==> src/rtl/hazard_stall_ctrl_pkg.sv <==
// Shared constants for the hazard/stall logic and the HI/LO unit.
// Holds the Tuse "never" code, the $0 address, mult/div latencies and the busy-sequencer states.
package hazard_stall_ctrl_pkg;

   localparam logic [1:0] TUSE_NEVER   = 2'd3;
   localparam logic [4:0] REG_ZERO     = 5'd0;
   localparam int         MULT_CYC_DEF = 5;
   localparam int         DIV_CYC_DEF  = 10;
   localparam int         CNT_W_DEF    = 4;

   typedef enum logic {
      MD_IDLE = 1'b0,
      MD_BUSY = 1'b1
   } mdState_t;

   // A producer only hurts if it writes the same non-$0 register later than D needs it.
   // TUSE_NEVER is the largest code, so it can never be exceeded by any Tnew.
   function automatic logic regHazard(
      input logic [4:0] dAddr,
      input logic [1:0] tUse,
      input logic [4:0] wa,
      input logic [1:0] tNew
   );
      return (dAddr != REG_ZERO) && (wa == dAddr) && (tNew > tUse);
   endfunction

endpackage

==> src/rtl/hazard_stall_ctrl_md_busy_counter.sv <==
// HI/LO busy sequencer: loads the mult/div latency when an op leaves E, counts down to idle.
// md_busy is registered and rises the cycle after the start; starts while busy are ignored.
import hazard_stall_ctrl_pkg::*;

module hazard_stall_ctrl_md_busy_counter #(
   parameter int MULT_CYC = MULT_CYC_DEF,
   parameter int DIV_CYC  = DIV_CYC_DEF,
   parameter int CNT_W    = CNT_W_DEF
) (
   input  logic clk,
   input  logic reset,
   input  logic mdStart,
   input  logic mdDiv,
   output logic mdBusy
);

   mdState_t         state;
   mdState_t         stateNext;
   logic [CNT_W-1:0] cnt;
   logic [CNT_W-1:0] cntNext;

   always_ff @(posedge clk) begin
      if (reset) begin
         state <= MD_IDLE;
         cnt   <= '0;
      end else begin
         state <= stateNext;
         cnt   <= cntNext;
      end
   end

   always_comb begin
      cntNext = cnt;
      case (state)
         MD_IDLE: begin
            if (mdStart) begin
               cntNext = mdDiv ? CNT_W'(DIV_CYC) : CNT_W'(MULT_CYC);
            end
         end
         MD_BUSY: begin
            cntNext = cnt - CNT_W'(1);
         end
         default: cntNext = '0;
      endcase
      // State simply tracks whether the counter is non-zero, so a zero latency never sticks in BUSY.
      stateNext = (cntNext != '0) ? MD_BUSY : MD_IDLE;
   end

   always_comb begin
      mdBusy = (state == MD_BUSY);
   end

endmodule

==> src/rtl/hazard_stall_ctrl.sv <==
// Stall controller: freezes PC and F/D and bubbles D/E on register hazards or HI/LO busy, same cycle.
// Optional STALL_STATS_EN adds a saturating stall_cycles counter output.
import hazard_stall_ctrl_pkg::*;

module hazard_stall_ctrl #(
   parameter int MULT_CYC = MULT_CYC_DEF,
   parameter int DIV_CYC  = DIV_CYC_DEF,
   parameter int CNT_W    = CNT_W_DEF
) (
   input  logic        clk,
   input  logic        reset,
   input  logic [4:0]  d_rs,
   input  logic [4:0]  d_rt,
   input  logic [1:0]  d_tuse_rs,
   input  logic [1:0]  d_tuse_rt,
   input  logic [4:0]  e_wa,
   input  logic [1:0]  e_tnew,
   input  logic [4:0]  m_wa,
   input  logic [1:0]  m_tnew,
   input  logic        d_is_md,
   input  logic        e_md_start,
   input  logic        e_md_div,
   output logic        pc_en,
   output logic        fd_en,
   output logic        de_clr,
   output logic        md_busy
`ifdef STALL_STATS_EN
   ,
   output logic [31:0] stall_cycles
`endif
);

   logic rsStall;
   logic rtStall;
   logic mdStall;
   logic stall;

   hazard_stall_ctrl_md_busy_counter #(
      .MULT_CYC (MULT_CYC),
      .DIV_CYC  (DIV_CYC),
      .CNT_W    (CNT_W)
   ) uMdBusy (
      .clk     (clk),
      .reset   (reset),
      .mdStart (e_md_start),
      .mdDiv   (e_md_div),
      .mdBusy  (md_busy)
   );

   always_comb begin
      rsStall = regHazard(d_rs, d_tuse_rs, e_wa, e_tnew) | regHazard(d_rs, d_tuse_rs, m_wa, m_tnew);
      rtStall = regHazard(d_rt, d_tuse_rt, e_wa, e_tnew) | regHazard(d_rt, d_tuse_rt, m_wa, m_tnew);
      // An md op sitting in E has not yet raised md_busy, so it must block the next md op itself.
      mdStall = d_is_md & (md_busy | e_md_start);
      stall   = rsStall | rtStall | mdStall;
   end

   // Reset forces the pipeline free-running regardless of stale hazard inputs.
   always_comb begin
      pc_en  = reset | ~stall;
      fd_en  = reset | ~stall;
      de_clr = ~reset & stall;
   end

`ifdef STALL_STATS_EN
   always_ff @(posedge clk) begin
      if (reset) begin
         stall_cycles <= '0;
      end else if (stall && (stall_cycles != 32'hFFFF_FFFF)) begin
         stall_cycles <= stall_cycles + 32'd1;
      end
   end
`endif

endmodule

==> config.mk <==
export PLATFORM = sky130hd
export DESIGN_NAME = hazard_stall_ctrl
export DESIGN_NICKNAME = d
export VERILOG_FILES = /design/src/rtl/hazard_stall_ctrl_pkg.sv /design/src/rtl/hazard_stall_ctrl_md_busy_counter.sv /design/src/rtl/hazard_stall_ctrl.sv
export SDC_FILE = /design/constraint.sdc
export NUM_CORES = 1
export LEC_CHECK = 0
export ABC_AREA = 1
export ABC_CLOCK_PERIOD_IN_PS = 3000
export CORE_AREA = 5 5 50 52
export DETAILED_ROUTE_END_ITERATION = 16
export DIE_AREA = 0 0 55 57
export PLACE_DENSITY_LB_ADDON = 0.25
export SLEW_MARGIN = 15
export SYNTH_ARGS = -nofsm -noshare
export SYNTH_HDL_FRONTEND = slang
export SYNTH_SLANG_ARGS = --single-unit
export TNS_END_PERCENT = 100
==> constraint.sdc <==
create_clock -name clk -period 3 [get_ports clk]
set_input_delay 0.3 -clock clk [delete_from_list [all_inputs] [get_ports clk]]
set_output_delay 0.3 -clock clk [all_outputs]
set_load 0.005 [all_outputs]
### Cell area per tile

Drawn at 6 px/micron. 11 x 11 tiles, from dark blue (low) to red (high), 0 to 100% covered.
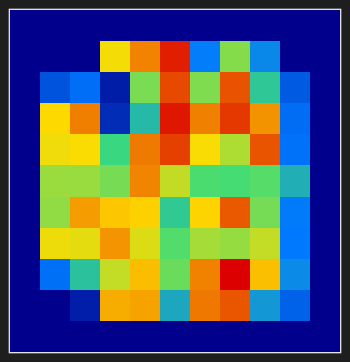
The fullest tile reaches 100%. The densest ninth of the die: middle. The emptiest ninth of the die: top left. The mean over all tiles is 39%.

### Metal 1

Drawn at 10 px/micron. Supply wires on this layer in grey.
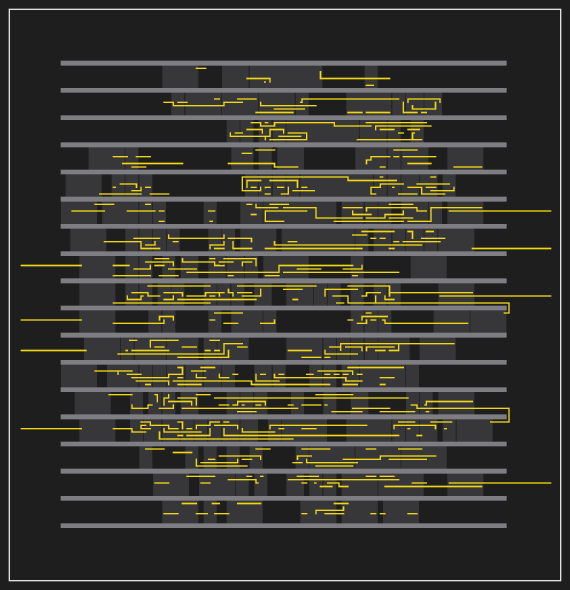
The layer carries 997 microns of wire. The wires run mostly horizontal. The layer holds 46% of the routed length. The longest straight run is 19.3 microns.
Routed Wire Length: 2160 microns
met1 track utilization from global routing: 20.9%
via count: 1007

==> ds_physical_params.txt <==
Characteristics after synthesis and place and route

Parameter                              Value

Run status
  Status .................. finished clean

Synthesis
  Mean Syn Cell Area .................. 5.38 sq um
  Dominant kind of combinational cell .................. simple AND/OR/NAND/NOR gates
  Synth Area in Simple Gates .................. 41.5%
  Multiplexer share of the synthesized area .................. 0%
  Net Count, Synth .................. 197
  Register area share after synthesis .................. 12.0%
  Synthesis warning total .................. 0
  Post-synth top area share .................. 21.1%
  Area of the mapped netlist .................. 835 sq um
  Synthesized-area fraction occupied by xor and xnor cells .................. 7.35%
  Ys flops .................. 5
  Library cells used by synthesis .................. 19
  Yosys adder share .................. 13.5%
  Chip area line of the yosys report .................. 835 sq um

Pwr
  Comb power frac .................. 52.5%
  Sw Ratio .................. 35.4%
  Largest vdd supply drop .................. 0.148 mV
  Net switching power of the design .................. 0.120 mW
  Share of power burned in registers .................. 24.7%
  Power density of the placed cells .................. 272 nW/um^2
  Cell internal power dissipation .................. 0.219 mW
  Clock Power Share .................. 22.9%
  Static Leak .................. 0.684 nW

Timing
  Count of final hold-check violations .................. 0
  Final period demand of the worst path .................. 2.54 ns
  Final number of max-transition violations .................. 0
  Final hold slack .................. 0.627 ns
  Worst clock skew on the final layout .................. 0.000877 ns
  Total negative slack .................. 0 ns
  Setup violators final .................. 0
  Slew headroom .................. 82.9%
  Fin crit share .................. 84.5%
  Fmax .................. 394 MHz

Floorplanning
  Starting utilization of the core area .................. 40.4%
  Core Area .................. 2060 sq um
  N_taps .................. 28
  Row count .................. 17
  Overall die width .................. 55 microns
  Area of the chip .................. 3140 sq um
  DIE HEIGHT .................. 57 microns

Routing
  Avg Vias per Cell .................. 4.54
  Detailed-router iteration count before antenna repair .................. 4
  Per-cell routed wire length .................. 9.74 microns
  1st-iter DRT viols .................. 27
  DRC violation count after routing .................. 0
  Post-DRT Antenna Nets .................. 0

Layout
  Most common cell after layout, fill and taps aside .................. sky130_fd_sc_hd__nand2_1
  Fill count .................. 198
  Area growth from synthesis to final layout .................. 49.6%
  Fraction of final layout cells sized beyond drive strength 1 .................. 4.12%
  ClkCell Share .................. 2.10%
  Most used cells in the layout excluding fill and tap cells .................. sky130_fd_sc_hd__nand2_1 (47), sky130_fd_sc_hd__clkdlybuf4s50_1 (36), sky130_fd_sc_hd__inv_1 (31), sky130_fd_sc_hd__nor2_1 (22), sky130_fd_sc_hd__nand3_1 (11)
  Non-clock buffers, area share .................. 28.9%
  Final core occ .................. 60.5%
  Dominant kind of cell by area .................. multi-input combinational cells
  Sequential cell area .................. 100 sq um
  Logic area .................. 599 sq um
  Total number of sequential cells .................. 5
  ANT cells .................. 0
  CLK BUF .................. 4
  Fraction of area in registers .................. 8.02%
  Non-clock inverter instance count of the final layout .................. 34
  Final nets .................. 237

Critical path
  Number of cells traversed by the worst register-to-register path .................. 5
  Startpoint of the most critical register-to-register path .................. uMdBusy.cnt[0]
  Crit path DAT .................. 2.24 ns
  Highest fanout seen on the critical path .................. 3
  Required time at the endpoint of the critical path .................. 2.70 ns
  R2r endpoint .................. uMdBusy.mdBusy
  Sort of element at the end of the critical path .................. primary output
  Reg2reg setup slack .................. 1.79 ns
  CP Class .................. primary input to primary output

Clocking
  Clock input transition at the sequential cells of the worst setup and hold paths .................. 0.04 ns
  CTS tree .................. yes
  Library cell used as clock root buffer .................. sky130_fd_sc_hd__clkbuf_4
  Clock network latency to the later pin of the worst-skew pair .................. 0.24 ns
  Number of levels the H-tree was split into .................. 1
  Hold-fix buffer count after cts .................. 0
  CTS Sinks .................. 5
  CTS Buf Count .................. 3

Min path
  Min-Delay Startpoint .................. uMdBusy.cnt[3]
  Kind of path behind the tightest hold check .................. flop to flop
  Cell depth of the worst min-delay path .................. 4
  End point of the worst hold path .................. uMdBusy.cnt[3]

Placement
  Half-perimeter wire length after placement .................. 1930 microns
  GPL Wtd Cong .................. 0.787
  IO buf count .................. 36

Global routing
  Global-route wire length before repair .................. 3710 microns
  Overall global routing resource usage .................. 15.3%
  Met3 demand-to-capacity share in global routing .................. 2.61%
  GRT Max-Usage Layer .................. met2
  Remaining global-route overflow .................. 0
  Pin count of the biggest net entering global routing .................. 7
  Number of antenna violations at the first check in global routing .................. 0
  Number of global-route vias before repair .................. 976

Job
  Maximum capacitance violations .................. 0
  Number of warnings the tools reported .................. 26
[cells by family after synthesis]
family / count (synthesis)
simple gates: 85
buf+inv: 35
compound gates: 14
fa+ha+maj: 9
xor+xnor: 7
flops: 5
[worst max path at each step]
stage | from | to | cells after the start
6_report | d_tuse_rs[1] | de_clr | 13
5_1_grt | d_tuse_rs[1] | de_clr | 13
4_1_cts | d_tuse_rs[1] | de_clr | 13
3_5_place_dp | d_tuse_rs[1] | de_clr | 13
3_3_place_gp | d_tuse_rs[1] | de_clr | 13
2_1_floorplan | d_tuse_rt[1] | pc_en | 11
[critical path, stage by stage]
cell and delay, ns:
sky130_fd_sc_hd__clkdlybuf4s50_1 0.45, sky130_fd_sc_hd__inv_1 0.05, sky130_fd_sc_hd__ha_1 0.30, sky130_fd_sc_hd__nand2_1 0.08, sky130_fd_sc_hd__o21ai_0 0.08, sky130_fd_sc_hd__nor2_1 0.10
sky130_fd_sc_hd__nand3_1 0.08, sky130_fd_sc_hd__nand2_1 0.07, sky130_fd_sc_hd__nand2_1 0.06, sky130_fd_sc_hd__nand3_2 0.06, sky130_fd_sc_hd__nand2_2 0.06, sky130_fd_sc_hd__inv_2 0.04
sky130_fd_sc_hd__clkdlybuf4s50_1 0.48
[per-layer routing]
metal  wire length (microns)  up-vias
met5                       0        -
met4                       0        0
met3                     144        0
met2                    1020       31
met1                     997      425
li1                        -      551
[power groups by stage]
stage / combinational (mW) / clock [mW] / sequential (mW)
final: 0.178 / 0.0775 / 0.0837
after global routing: 0.203 / 0.0874 / 0.0852
after CTS: 0.179 / 0.0798 / 0.0838
after detailed placement: 0.178 / 0 / 0.0850
after global placement: 0.172 / 0 / 0.0848
after floorplan: 0.0959 / 0 / 0.0837
[registers in the layout (all words and copies together), names as in the netlist]
signal and count:
uMdBusy.mdBusy 1, uMdBusy.cnt 4
[Yosys cell counts]
library cell	count
sky130_fd_sc_hd__ha_1	9
sky130_fd_sc_hd__a21oi_1	5
sky130_fd_sc_hd__o211ai_1	2
sky130_fd_sc_hd__or2_1	1
sky130_fd_sc_hd__xor2_1	6
sky130_fd_sc_hd__nand2_2	1
sky130_fd_sc_hd__inv_2	3
sky130_fd_sc_hd__inv_1	31
sky130_fd_sc_hd__nand2_1	47
sky130_fd_sc_hd__nand3_1	11
sky130_fd_sc_hd__nand3_2	1
sky130_fd_sc_hd__a21boi_0	1
sky130_fd_sc_hd__buf_4	1
sky130_fd_sc_hd__nor3_1	2
sky130_fd_sc_hd__a31oi_1	1
sky130_fd_sc_hd__nor2_1	22
sky130_fd_sc_hd__dfxtp_1	5
sky130_fd_sc_hd__o21ai_0	5
sky130_fd_sc_hd__xnor2_1	1
[per-stage QoR]
step / worst slack (ns) / std cells / total power [mW] / instance area [sq um]
global placement: 0.461 / 218 / 0.257 / 1220
global route: 0.303 / 222 / 0.376 / 1250
detailed placement: 0.467 / 218 / 0.263 / 1220
CTS: 0.457 / 222 / 0.343 / 1250
finish: 0.464 / 222 / 0.339 / 1250
floorplan: 1.43 / 155 / 0.180 / 835
Power and IR drop assume default switching activity.
